$ cat src/rtl/async_fifo_rd_port.sv
// Read-side port of a dual-clock FIFO: synchronises the write gray pointer,
// owns the read pointer, issues RAM reads and hides the 1-cycle RAM latency
// behind a 2-entry output buffer feeding a valid/ready stream.
module async_fifo_rd_port #(
    parameter int unsigned fifo_data_size   = 8,
    parameter int unsigned fifo_ptr_size    = 8,
    parameter int unsigned almost_empty_thr = 4
) (
    input  logic                      clk,
    input  logic                      reset_n,
    input  logic [fifo_ptr_size:0]    wr_ptr_gray,
    output logic [fifo_ptr_size:0]    rd_ptr_gray,
    output logic                      mem_rd_en,
    output logic [fifo_ptr_size-1:0]  mem_rd_addr,
    input  logic [fifo_data_size-1:0] mem_rd_data,
    output logic [fifo_data_size-1:0] out_data,
    output logic                      out_valid,
    input  logic                      out_ready,
    output logic                      fifo_empty,
    output logic [fifo_ptr_size+1:0]  rd_level,
    output logic                      almost_empty
);

    localparam int unsigned ptr_w  = fifo_ptr_size + 1;
    localparam int unsigned lvl_w  = fifo_ptr_size + 2;
    localparam int unsigned data_w = fifo_data_size;

    function automatic logic [ptr_w-1:0] gray2bin(input logic [ptr_w-1:0] g);
        logic [ptr_w-1:0] b;
        b = g;
        for (int i = int'(ptr_w) - 2; i >= 0; i--) begin
            b[i] = b[i+1] ^ g[i];
        end
        return b;
    endfunction

    function automatic logic [ptr_w-1:0] bin2gray(input logic [ptr_w-1:0] b);
        return b ^ (b >> 1);
    endfunction

    logic [ptr_w-1:0]  sync1, sync2;
    logic [ptr_w-1:0]  rd_cnt;
    logic              pend;
    logic [1:0]        buf_cnt;
    logic [data_w-1:0] buf_head, buf_tail;

    logic [ptr_w-1:0]  wr_bin, wr_bin_nxt, rd_cnt_nxt, ram_words;
    logic              avail, pop;
    logic [2:0]        occ;
    logic [1:0]        cnt_nxt;
    logic [data_w-1:0] head_nxt, tail_nxt;
    logic [lvl_w-1:0]  lvl_nxt;

    // Two-flop synchroniser for the write pointer coming from the other clock domain
    always_ff @(posedge clk or negedge reset_n) begin
        if (!reset_n) begin
            sync1 <= '0;
            sync2 <= '0;
        end else begin
            sync1 <= wr_ptr_gray;
            sync2 <= sync1;
        end
    end

    // Read issue: only fetch when the buffer will have room for the returning word
    always_comb begin
        wr_bin     = gray2bin(sync2);
        wr_bin_nxt = gray2bin(sync1);
        avail      = (wr_bin != rd_cnt);
        pop        = out_valid & out_ready;
        occ        = {1'b0, buf_cnt} + {2'b00, pend};
        mem_rd_en  = avail && (occ < (3'd2 + {2'b00, pop}));
        rd_cnt_nxt = rd_cnt + ptr_w'(mem_rd_en);
    end

    assign mem_rd_addr = rd_cnt[fifo_ptr_size-1:0];
    assign out_data    = buf_head;

    // Output buffer next state: push from the RAM return, pop to the consumer
    always_comb begin
        head_nxt = buf_head;
        tail_nxt = buf_tail;
        cnt_nxt  = buf_cnt;
        case ({pend, pop})
            2'b10: begin
                if (buf_cnt == 2'd0) head_nxt = mem_rd_data;
                else                 tail_nxt = mem_rd_data;
                cnt_nxt = buf_cnt + 2'd1;
            end
            2'b01: begin
                head_nxt = buf_tail;
                cnt_nxt  = buf_cnt - 2'd1;
            end
            2'b11: begin
                if (buf_cnt == 2'd1) begin
                    head_nxt = mem_rd_data;
                end else begin
                    head_nxt = buf_tail;
                    tail_nxt = mem_rd_data;
                end
            end
            default: ;
        endcase
    end

    // Occupancy seen after this edge: unread RAM words plus in-flight plus buffered
    always_comb begin
        ram_words = wr_bin_nxt - rd_cnt_nxt;
        lvl_nxt   = lvl_w'(ram_words) + lvl_w'(cnt_nxt) + lvl_w'(mem_rd_en);
    end

    // Read pointer, in-flight flag, buffer and status registers
    always_ff @(posedge clk or negedge reset_n) begin
        if (!reset_n) begin
            rd_cnt       <= '0;
            rd_ptr_gray  <= '0;
            pend         <= 1'b0;
            buf_cnt      <= 2'd0;
            buf_head     <= '0;
            buf_tail     <= '0;
            out_valid    <= 1'b0;
            fifo_empty   <= 1'b1;
            rd_level     <= '0;
            almost_empty <= 1'b1;
        end else begin
            rd_cnt       <= rd_cnt_nxt;
            rd_ptr_gray  <= bin2gray(rd_cnt_nxt);
            pend         <= mem_rd_en;
            buf_cnt      <= cnt_nxt;
            buf_head     <= head_nxt;
            buf_tail     <= tail_nxt;
            out_valid    <= (cnt_nxt != 2'd0);
            fifo_empty   <= (lvl_nxt == '0);
            rd_level     <= lvl_nxt;
            almost_empty <= (lvl_nxt < lvl_w'(almost_empty_thr));
        end
    end

endmodule

$ cat config.mk
export PLATFORM = sky130hd
export DESIGN_NAME = async_fifo_rd_port
export DESIGN_NICKNAME = d
export VERILOG_FILES = /design/src/rtl/async_fifo_rd_port.sv
export SDC_FILE = /design/constraint.sdc
export NUM_CORES = 1
export LEC_CHECK = 0
export CAP_MARGIN = 10
export CORE_ASPECT_RATIO = 1.1
export CORE_MARGIN = 2
export CORE_UTILIZATION = 30
export DETAILED_ROUTE_END_ITERATION = 8
export PLACE_DENSITY = 0.56
export SKIP_LAST_GASP = 1
export SLEW_MARGIN = 20
export SYNTH_ARGS = -nofsm -noshare
export SYNTH_HDL_FRONTEND = slang
export SYNTH_SLANG_ARGS = --single-unit
export TNS_END_PERCENT = 100
$ cat constraint.sdc
create_clock -name clk -period 7.9 [get_ports clk]
set_input_delay 1.58 -clock clk [delete_from_list [all_inputs] [get_ports clk]]
set_output_delay 1.58 -clock clk [all_outputs]
set_load 0.02 [all_outputs]
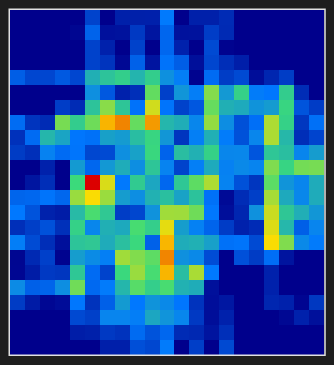
*Signal metal coverage by tile, run 1*
Drawn at 3 px/um. 21 x 23 tiles, from dark blue (low) to red (high), scaled to the fullest tile. Values are wire area over tile area, all layers added.
densest ninth of the die: centre
tiles over half the peak: 9.9%
emptiest ninth of the die: lower right

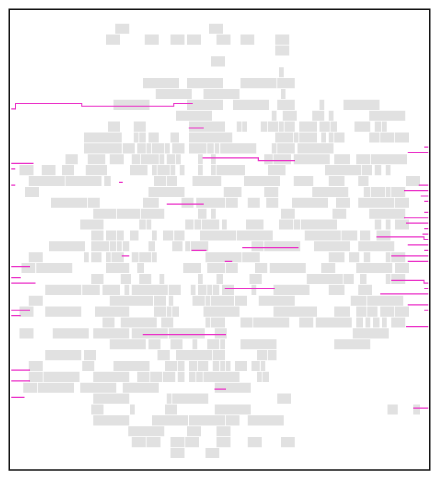
*Signal wires on met3, run 1*
Drawn at 4 px/um.
main direction: horizontal
longest straight run: 23.0 um
share of all routed wire: 4.1%

==> CHANGELOG.md, run 1 <==
### Changed

* N_diodes at 0
* Synth Area per Inst at 11.7 um^2
* Worst-case reg-to-reg path depth at 17
* Cell area leaders: dfrtp_1 49%, ha_1 7.1%, xnor2_1 5.5%
* Worst setup startpoint: out_ready
* Fp util at 0.307
* CTS Sinks at 67
* R2r endpoint: fifo_empty
* Largest net degree at the start of global routing at 68
* Layout Skew at 0.00694 ns
* Status: finished clean
* Placed cell count at 490
* Syn-to-layout area delta at 32.9%
* Synthesized cell area at 3350 um^2
* F_max at 182 MHz
* Late-Pin Clk Latency at 0.33 ns
* Finished Core Util at 0.408
* Number of enable flip-flop cells at 0
* Number of global-route vias before repair at 2,392
* Slew headroom at 0.440
* Grt total ovfl at 0
* Post-CTS Setup Inserts at 0
* Ports at 59
* CTS clk-pin slew, worst paths at 0.06 ns
* Flops after synth at 67
* MaxCap Viol Count at 0
* Initial antenna violation count at 0
* Syn_nets at 329
* Ys Warns at 0
* Layout cell share with drive strength beyond 1 at 0.131
* Final Max Slew Viols at 0
* Hold Violations, Final at 0
* Worst Hold Slack at 0.392 ns
* Actual slew at the worst max-slew pin at 0.840 ns
* CP max FO at 5
* Final Non-Filler Cells at 506
* Async S/R FF share, synth at 1.00
* Worst min-delay path category: register to register
* TritonCTS clock tree: built
* Number of CTS-inserted buffers at 9
* Fin nets at 396
* Pre-antenna DRT Iters at 3
* Starting DRT DRC Count at 79
* FF-to-FF setup slack at 2.63 ns
* First-pass GRT wire length at 11,600 um
* Routability Congestion at 0.810
* Period minus WS final at 5.48 ns
* RR Startpoint: sync2[8]
* # Cells Yosys at 287
* CP endpoint: fifo_empty
* Tool warnings at 31
* Cell type with the highest aggregate area in the netlist: dfrtp_1
* # setup viols final at 0
* DRC errors left at 0
* Fin area at 4450 um^2
* Via-to-Cell Ratio at 4.37
* Hold Path Origin: sync1[6]
* CP Class: primary input to register
* Setup TNS at 0 ns
* Max clock buf depth at 2
* Row count at 40
* Worst Setup Start Kind: primary input
* Post-DP HPWL at 5040 um
* Required time of the critical path at 8.14 ns
* Top cells by count, synth: 65 x dfrtp_1, 25 x inv_1, 21 x xnor2_1
* Post-CTS Hold Fix Bufs at 0
* CTS HTree Levels at 3
* Cells after Synth at 287
* Fin crit share at 0.694
* Crit path DAT at 5.73 ns
* Distinct lib cells at 52
* Area leader share at 0.485
* Count leader, synth: dfrtp_1
* RSZ-0062 raised after global routing: no
* GRT Util Overall at 0.124
* Routed wire per std cell at 13.4 um
* Hold path depth at 0
* PostCTS Resize Cnt at 0
* Area of the core at 10,900 um^2
* CP endpoint kind: register
* Post-DP Area at 4100 um^2
* Ys flop type: dfrtp_1
* Synth Seq Share at 0.501
* YS chip area at 3350 um^2
* Die Area at 12,000 um^2
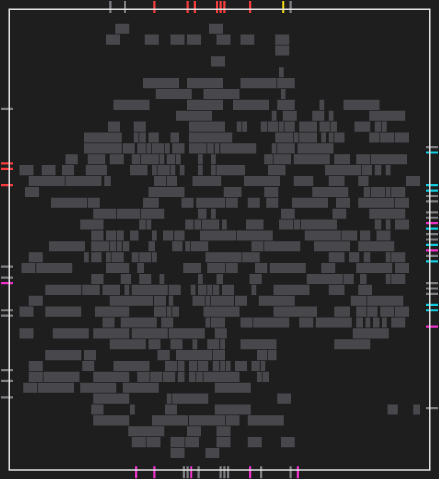
*I/O pins on the die edge, run 1*
Drawn at 4 px/um. Pins as bars across the die edge, other pins in grey.
| colour | port | pins | direction | edge |
|---|---|---|---|---|
| cyan | out_data | 8 | output | right |
| yellow | out_valid | 1 | output | top |
| red | rd_level | 10 | output | 7 top, 3 left |
| magenta | rd_ptr_gray | 9 | output | 5 bottom, 3 right, 1 left |
all pins by edge: 23 right, 13 bottom, 12 left, 11 top
die height: 115 um
Buffers on Ports: 58
Die X: 105 um

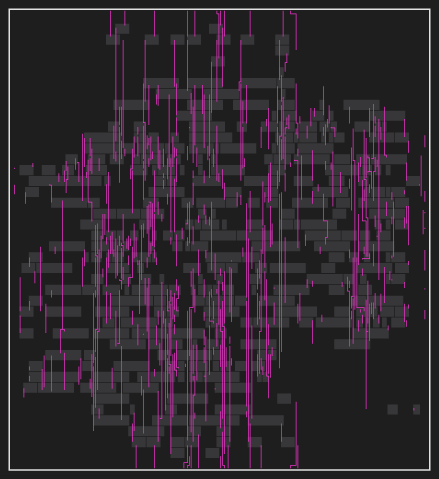
*M2 wires, run 1*
Drawn at 4 px/um.
nets with wire on the layer: 330
share of all routed wire: 50%
main direction: vertical
wire length on this layer: 3,380 um
routed wire length: 6770 um
via count: 2,209
met2 usage: 0.207

run 1: flip-flops by register name, summed over array words and instances (netlist names):
register	flops
fifo_empty	1
buf_tail	8
sync1	9
pend	1
rd_cnt	9
sync2	9
buf_cnt	2
out_data	8
almost_empty	1
rd_ptr_gray	8
rd_level	10
out_valid	1
run 1: worst min-delay path by stage:
stage / endpoint
3_3_place_gp: sync2[6]
4_1_cts: sync2[6]
3_5_place_dp: sync2[6]
5_1_grt: sync2[6]
2_1_floorplan: sync2[6]
6_report: sync2[6]
run 1: cell families (layout without fill, tap and decap cells):
kind of cell / after synthesis / in the layout / synth area share
AOI/OAI and AO/OA: 50 / 50 / 0.105
buffers and inverters: 28 / 100 / 0.0336
and+or+nand+nor: 64 / 64 / 0.0978
muxes: 10 / 10 / 0.0329
DFF: 67 / 67 / 0.501
adders and majority gates: 22 / 22 / 0.0889
xor gates and xnor gates: 46 / 46 / 0.141
run 1: cells in the final DEF, fill, tap and decap left out, types with 5 or more instances in the layout:
cell type / synthesis / final
nand3_1: 8 / 8
dfrtp_1: 65 / 65
xor2_1: 18 / 18
a22oi_1: 8 / 8
nor2_1: 18 / 18
clkbuf_16: 0 / 9
xnor2_2: 5 / 5
nand2_1: 17 / 17
a21oi_1: 15 / 14
clkdlybuf4s50_1: 0 / 57
ha_1: 19 / 19
xnor2_1: 21 / 21
mux2_2: 8 / 8
inv_1: 25 / 25
run 1: worst max-delay path: stages:
cell and delay [ns]:
clkdlybuf4s50_1 0.45, nand2_1 0.08, inv_1 0.11, nand2b_1 0.08, a221oi_1 0.40, ha_1 0.28
ha_1 0.33, fa_1 0.54, fa_1 0.41, or4_1 0.60, a211oi_2 0.28, nand2b_1 0.12
a211oi_2 0.22, nor4b_2 0.22
run 1: stage by stage:
| stage | setup slack [ns] |
|---|---|
| after global placement | 2.17 |
| after detailed placement | 2.01 |
| after floorplan | 2.43 |
| after global routing | 2.11 |
| final | 2.42 |
| after CTS | 2.35 |
run 1: metal layers:
layer / track usage / vias up / share of wire
li1: - / 1111 / -
met1: 0.149 / 1041 / 0.44
met2: 0.207 / 46 / 0.50
met3: 0.0414 / 11 / 0.041
met4: 0.0462 / 0 / 0.016
met5: 0 / - / 0
run 1: cell type report:
cell class | instances | area (um^2)
sequential | 67 | 1680
fill | 1074 | 6460
tap | 147 | 184
multi-input combinational | 192 | 1560
clock inverter | 6 | 113
clock buffer | 10 | 239
timing repair buffer | 59 | 583
inverter | 25 | 93.8
==> run 1 -> run 2 <==
--- a/config.mk
+++ b/config.mk
@@ -10,7 +10,7 @@
 export CORE_MARGIN = 2
 export CORE_UTILIZATION = 30
 export DETAILED_ROUTE_END_ITERATION = 8
-export PLACE_DENSITY = 0.56
+export PLACE_DENSITY = 0.58
 export SKIP_LAST_GASP = 1
 export SLEW_MARGIN = 20
 export SYNTH_ARGS = -nofsm -noshare
==> constraint.sdc (replaced) <==
create_clock -name clk -period 4.55 [get_ports clk]
set_input_delay 0.91 -clock clk [delete_from_list [all_inputs] [get_ports clk]]
set_output_delay 0.91 -clock clk [all_outputs]
set_load 0.02 [all_outputs]
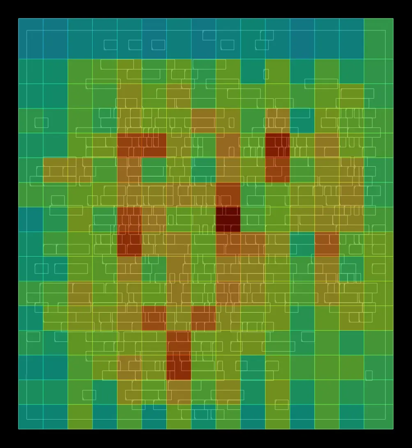
*Congestion heat map, run 2*
Global Route met1 Usage: 0.158
gr busiest metal: met2

==> run 2 against run 1 <==
- cell area rose by 16%
- utilization rose by 6.4 points
- die area did not move
- first-iteration DRC count fell by 43%
- largest cell class is now combinational gates
- non-clock buffer count rose by 45
- clock-buffer cell count rose by 1
- final cell count rose by 8.9%
- via count rose by 9.6%
- synthesized cell count did not move
==> CHANGELOG.md, run 2 <==
### Changed

* # Cells Yosys at 287
* Max clock buf depth at 2
* Late-Pin Clk Latency at 0.33 ns
* First-pass GRT wire length at 12,500 um
* CP endpoint kind: register
* Area of the core at 10,900 um^2
* Post-DP HPWL at 5490 um
* Tool warnings at 32
* Most frequent cells in the layout: 65 x dfrtp_1, 57 x clkdlybuf4s50_1, 45 x buf_4, 25 x inv_1, 17 x xnor2_1
* Slew headroom at 0.267
* Ys flop type: dfrtp_1
* Worst Setup Start Kind: register
* Fp util at 0.307
* F_max at 221 MHz
* Biggest register: rd_level
* RSZ-0062 raised after global routing: yes
* YS chip area at 3350 um^2
* Final Max Slew Viols at 0
* Top cells by count, synth: 65 x dfrtp_1, 25 x inv_1, 21 x xnor2_1
* Fin area at 5150 um^2
* Setup ws final at 0.0310 ns
* CP max FO at 3
* N_diodes at 0
* CTS Sinks at 67
* Die height at 115 um
* Number of global-route vias before repair at 2,599
* Layout cell share with drive strength beyond 1 at 0.317
* Synth Area per Inst at 11.7 um^2
* DRC errors left at 0
* Worst min-delay path category: register to register
* MaxCap Viol Count at 0
* Crit path top cell by count: xnor2_1
* Slowest-stage cell, CP: or4_4
* Initial antenna violation count at 0
* Period minus WS final at 4.52 ns
* Actual slew at the worst max-slew pin at 1.10 ns
* Buffers on Ports at 58
* Flip-flop count of the largest register after layout at 10
* Post-DP Area at 4390 um^2
* Post-CTS Hold Fix Bufs at 0
* CTS HTree Levels at 3
* Fin crit share at 0.993
* Buf+Inv Stages, Crit Path at 0
* Pre-antenna DRT Iters at 4
* CP Class: register to register
* Cells after Synth at 287
* Die Area at 12,000 um^2
* Hold Violations, Final at 0
* Fin nets at 441
* Most common logic cell in the routed design: dfrtp_1
* Required time of the critical path at 4.80 ns
* Worst-path cell chain: xnor2_2 -> xnor2_1 -> xnor2_1 -> xnor2_1 -> nor2_2 -> a211oi_2 -> a31oi_2 -> a221oi_4 -> ha_4 -> ha_4 -> fa_2 -> fa_2 -> or4_4 -> a211oi_4 -> nand2b_1 -> and2_2 -> nor4_4
* Area leader share at 0.485
* Count leader, synth: dfrtp_1
* Number of CTS-inserted buffers at 9
* Cell type with the highest aggregate area in the netlist: dfrtp_1
* Crit path DAT at 4.77 ns
* Status: finished clean
* Syn_nets at 329
* Grt total ovfl at 0
* TritonCTS clock tree: built
* GRT Util Overall at 0.131
* Finished Core Util at 0.472
* # setup viols final at 0
* Die X at 105 um
* Dpl ws at -0.159 ns
* Synthesized cell area at 3350 um^2
* Via-to-Cell Ratio at 4.40
* CTS clk-pin slew, worst paths at 0.06 ns
* Async S/R FF share, synth at 1.00
* Ys Warns at 0
* Routed wire per std cell at 13.8 um
* Row count at 40
* Flops after synth at 67
* Critical path's top delay family: adder cells
* CP peak stage delay at 0.45 ns
* Ports at 59
* Largest net degree at the start of global routing at 38
* Synth Seq Share at 0.501
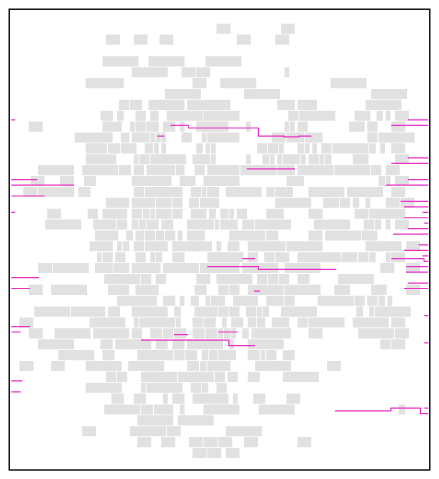
*Signal wires on met3, run 2*
Drawn at 4 px/um.
routed wire length: 7580 um
M3 GR Usage: 0.0391
via count: 2,422

run 2: worst register-to-register path, stage by stage (launching register included):
cell and delay (ns):
dfrtp_1 0.41, xnor2_2 0.15, xnor2_1 0.25, xnor2_1 0.20, xnor2_1 0.20, nor2_2 0.09, a211oi_2 0.26, a31oi_2 0.09
a221oi_4 0.33, ha_4 0.23, ha_4 0.22, fa_2 0.44, fa_2 0.36, or4_4 0.45, a211oi_4 0.22, nand2b_1 0.12
and2_2 0.22, nor4_4 0.21
run 2: cells by family (layout without fill, tap and decap cells):
group           Yosys count  count (layout)  share of synthesized area
flops                    67              67                      0.501
xor+xnor                 46              46                      0.141
mux                      10              10                     0.0329
compound gates           50              50                      0.105
fa+ha+maj                22              22                     0.0889
buf+inv                  28             145                     0.0336
simple gates             64              64                     0.0978
run 2: final timing paths:
kind	slack, ns	depth (start not counted)	start	endpoint
min in group asynchronous	0.62	1	reset_n	out_data[7]
hold / removal	0.39	0	sync1[6]	sync2[6]
max in group asynchronous	2.97	2	reset_n	fifo_empty
setup / recovery	0.03	17	sync2[8]	almost_empty
hold reg to reg	0.39	0	sync1[6]	sync2[6]
setup reg to reg	0.03	17	sync2[8]	almost_empty
run 2: per-stage QoR:
step,instances,TNS (ns),hold slack [ns]
final,551,0,0.393
after detailed placement,520,-0.304,0.380
after CTS,541,0,0.399
after floorplan,287,0,0.364
after global routing,551,-1.18,0.412
after global placement,520,-0.154,0.390
run 2: layout make-up:
class	count	area, um^2
clock buffers	11	253
clock inverters	5	85.1
fillers	1046	5760
inverters	25	93.8
multi-input cells	192	1930
flip-flops and latches	67	1680
well taps	147	184
repair buffers	104	925
run 2: what timing repair did:
item | CTS | global route
hold endpoints to repair | 0 | 0
endpoints found under the setup margin | 3 | 7
gates cloned | 0 | 0
pin swaps | 13 | 24
setup buffers | 5 | 11
resized | 11 | 40
run 2: metal layers:
layer  part of all wire  wire length (um)  up-vias  GRT usage
met1               0.44              3330     1169      0.158
met5                  0                 0        -          0
met4              0.010                79        0     0.0382
met3              0.042               321        7     0.0391
met2               0.51              3850       50      0.228
li1                   -                 -     1196          -
==> run 2 -> run 3 <==
--- a/config.mk
+++ b/config.mk
@@ -7,7 +7,7 @@
 export LEC_CHECK = 0
 export CAP_MARGIN = 10
 export CORE_ASPECT_RATIO = 1.1
-export CORE_MARGIN = 2
+export CORE_MARGIN = 3
 export CORE_UTILIZATION = 30
 export DETAILED_ROUTE_END_ITERATION = 8
 export PLACE_DENSITY = 0.58
==> constraint.sdc (replaced) <==
create_clock -name clk -period 4.55 [get_ports clk]
set_input_delay 1.365 -clock clk [delete_from_list [all_inputs] [get_ports clk]]
set_output_delay 1.365 -clock clk [all_outputs]
set_load 0.02 [all_outputs]
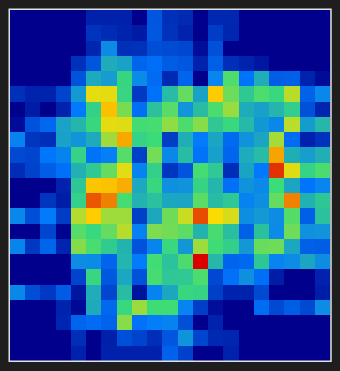
*Signal metal coverage by tile, run 3*
Drawn at 3 px/um. 21 x 23 tiles, from dark blue (low) to red (high), scaled to the fullest tile. Values are wire area over tile area, all layers added.
densest ninth of the die: centre
nearly empty tiles: 24%
tiles over half the peak: 16%
fullest tile: 0.38
mean over tiles: 0.096
Routed wire per std cell: 13.8 um
GRT Util Overall: 0.130
via count: 2,476

==> run 3 against run 2 <==
- synthesized cell count unchanged
- wire length increased by 1.4%
- setup slack better by 0.13 ns
==> CHANGELOG.md, run 3 <==
### Changed

* Buffers on Ports at 58
* Flip-flop count of the largest register after layout at 10
* Via-to-Cell Ratio at 4.43
* Syn-to-layout area delta at 52.3%
* Hold Violations, Final at 0
* Actual slew at the worst max-slew pin at 0.873 ns
* Number of global-route vias before repair at 2,636
* Die height at 117 um
* RSZ-0062 raised after global routing: yes
* Fp util at 0.315
* Cell type with the highest aggregate area in the netlist: dfrtp_1
* Worst-case reg-to-reg path depth at 17
* Ys Warns at 0
* Final Non-Filler Cells at 559
* First-pass GRT wire length at 12,700 um
* Post-DP Area at 4540 um^2
* Row count at 39
* Period minus WS final at 4.39 ns
* Logic area at 1820 um^2
* CP Class: register to register
* Count leader, synth: dfrtp_1
* Worst Setup Start Kind: register
* Grt total ovfl at 0
* Fin area at 5100 um^2
* Flops after synth at 67
* Slew headroom at 0.418
* Status: finished clean
* CP peak stage delay at 0.50 ns
* Cells after Synth at 287
* Biggest register: rd_level
* TritonCTS clock tree: built
* Synth Area per Inst at 11.7 um^2
* Async S/R FF share, synth at 1.00
* Worst Hold Slack at 0.410 ns
* Most common logic cell in the routed design: dfrtp_1
* Synthesized cell area at 3350 um^2
* Cell area leaders: dfrtp_1 49%, ha_1 7.1%, xnor2_1 5.5%
* Tool warnings at 33
* CTS clk-pin slew, worst paths at 0.06 ns
* Fin nets at 453
* CP max FO at 3
* Placed cell count at 536
* Synth Seq Share at 0.501
* Max clock buf depth at 2
* Worst-path cell chain: xnor2_2 -> xnor2_2 -> xnor2_2 -> xnor2_2 -> and3_4 -> a211oi_4 -> a31oi_4 -> a221oi_4 -> ha_4 -> ha_4 -> fa_1 -> fa_2 -> or4_4 -> a211oi_4 -> nand2b_1 -> a211oi_2 -> nor4b_2
* # Cells Yosys at 287
* Sequential Area at 1680 um^2
* Top cells by count, synth: 65 x dfrtp_1, 25 x inv_1, 21 x xnor2_1
* Post-DP HPWL at 5720 um
* DRC errors left at 0
* Worst min-delay path category: register to register
* Most frequent cells in the layout: 65 x dfrtp_1, 58 x buf_4, 56 x clkdlybuf4s50_1, 24 x inv_1, 17 x nand2_1
* Area of the core at 10,600 um^2
* Starting DRT DRC Count at 57
* Slowest-stage cell, CP: fa_1
* Fin crit share at 0.965
* Initial antenna violation count at 0
* Syn_nets at 329
* Area leader share at 0.485
* CTS Sinks at 67
* F_max at 228 MHz
* Hold path depth at 0
* Layout cell share with drive strength beyond 1 at 0.320
* MaxCap Viol Count at 0
* Die Area at 12,500 um^2
* Die X at 107 um
* Ys flop type: dfrtp_1
* Number of enable flip-flop cells at 0
* Ports at 59
* Post-CTS Hold Fix Bufs at 0
* Layout Skew at 0.00702 ns
* Number of CTS-inserted buffers at 9
* Fillers at 997
* # setup viols final at 0
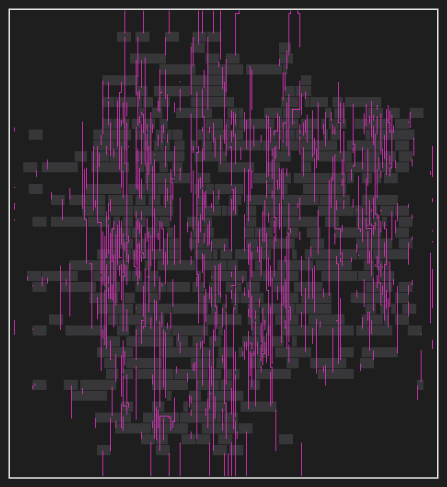
*M2 wires, run 3*
Drawn at 4 px/um.
main direction: vertical
longest straight run: 43.4 um
share of all routed wire: 50%

## run 3: layer usage
metal	GRT usage	part of all wire	vias up
li1	-	-	1223
met3	0.0274	0.047	7
met4	0.0537	0.012	0
met2	0.223	0.50	58
met5	0	0	-
met1	0.159	0.44	1188
## run 3: repair_timing
action                     in CTS  in global routing
setup endpoints to repair       3                  8
gates resized                   9                 22
buffers inserted                2                  6
hold endpoints to repair        0                  0
gates cloned                    0                  0
pin swaps                       8                 18
## run 3: kinds of logic (layout without fill, tap and decap cells)
kind of cell,after synthesis,in the layout,synth area share
adder cells (fa/ha/maj),22,22,0.0889
AND/OR/NAND/NOR,64,64,0.0978
AND-OR/OR-AND,50,50,0.105
multiplexers,10,10,0.0329
buffers and inverters,28,157,0.0336
XOR/XNOR,46,46,0.141
flip-flops,67,67,0.501
## run 3: worst paths after layout
kind | from | to | slack (ns)
worst max-delay path | sync2[8] | fifo_empty | 0.16
worst min-delay path | sync1[6] | sync2[6] | 0.41
worst max register to register | sync2[8] | fifo_empty | 0.16
worst min register to register | sync1[6] | sync2[6] | 0.41
max in group asynchronous | reset_n | fifo_empty | 2.57
min in group asynchronous | reset_n | out_data[7] | 1.15
## run 3: layout make-up
type | count | share of cell area
clock buffers | 9 | 0.0441
well taps | 143 | 0.0351
multi-input cells | 192 | 0.356
repair buffers | 116 | 0.198
clock inverters | 7 | 0.0196
inverters | 25 | 0.0184
flip-flops and latches | 67 | 0.329
## run 3: metrics by stage
stage	utilization	TNS [ns]	worst slack (ns)
CTS	0.463	-0.0635	-0.0285
global route	0.480	-0.189	-0.0714
detailed placement	0.427	-2.27	-0.485
finish	0.480	0	0.159
floorplan	-	0	0.00288
global placement	0.427	-2.02	-0.389
## run 3: worst max-delay path: cells and delay by family (launching register included)
| kind | cells | cell delay [ns] |
|---|---|---|
| compound gates | 5 | 0.98 |
| xor+xnor | 4 | 0.66 |
| fa+ha+maj | 4 | 1.27 |
| flops | 1 | 0.40 |
| simple gates | 4 | 0.97 |
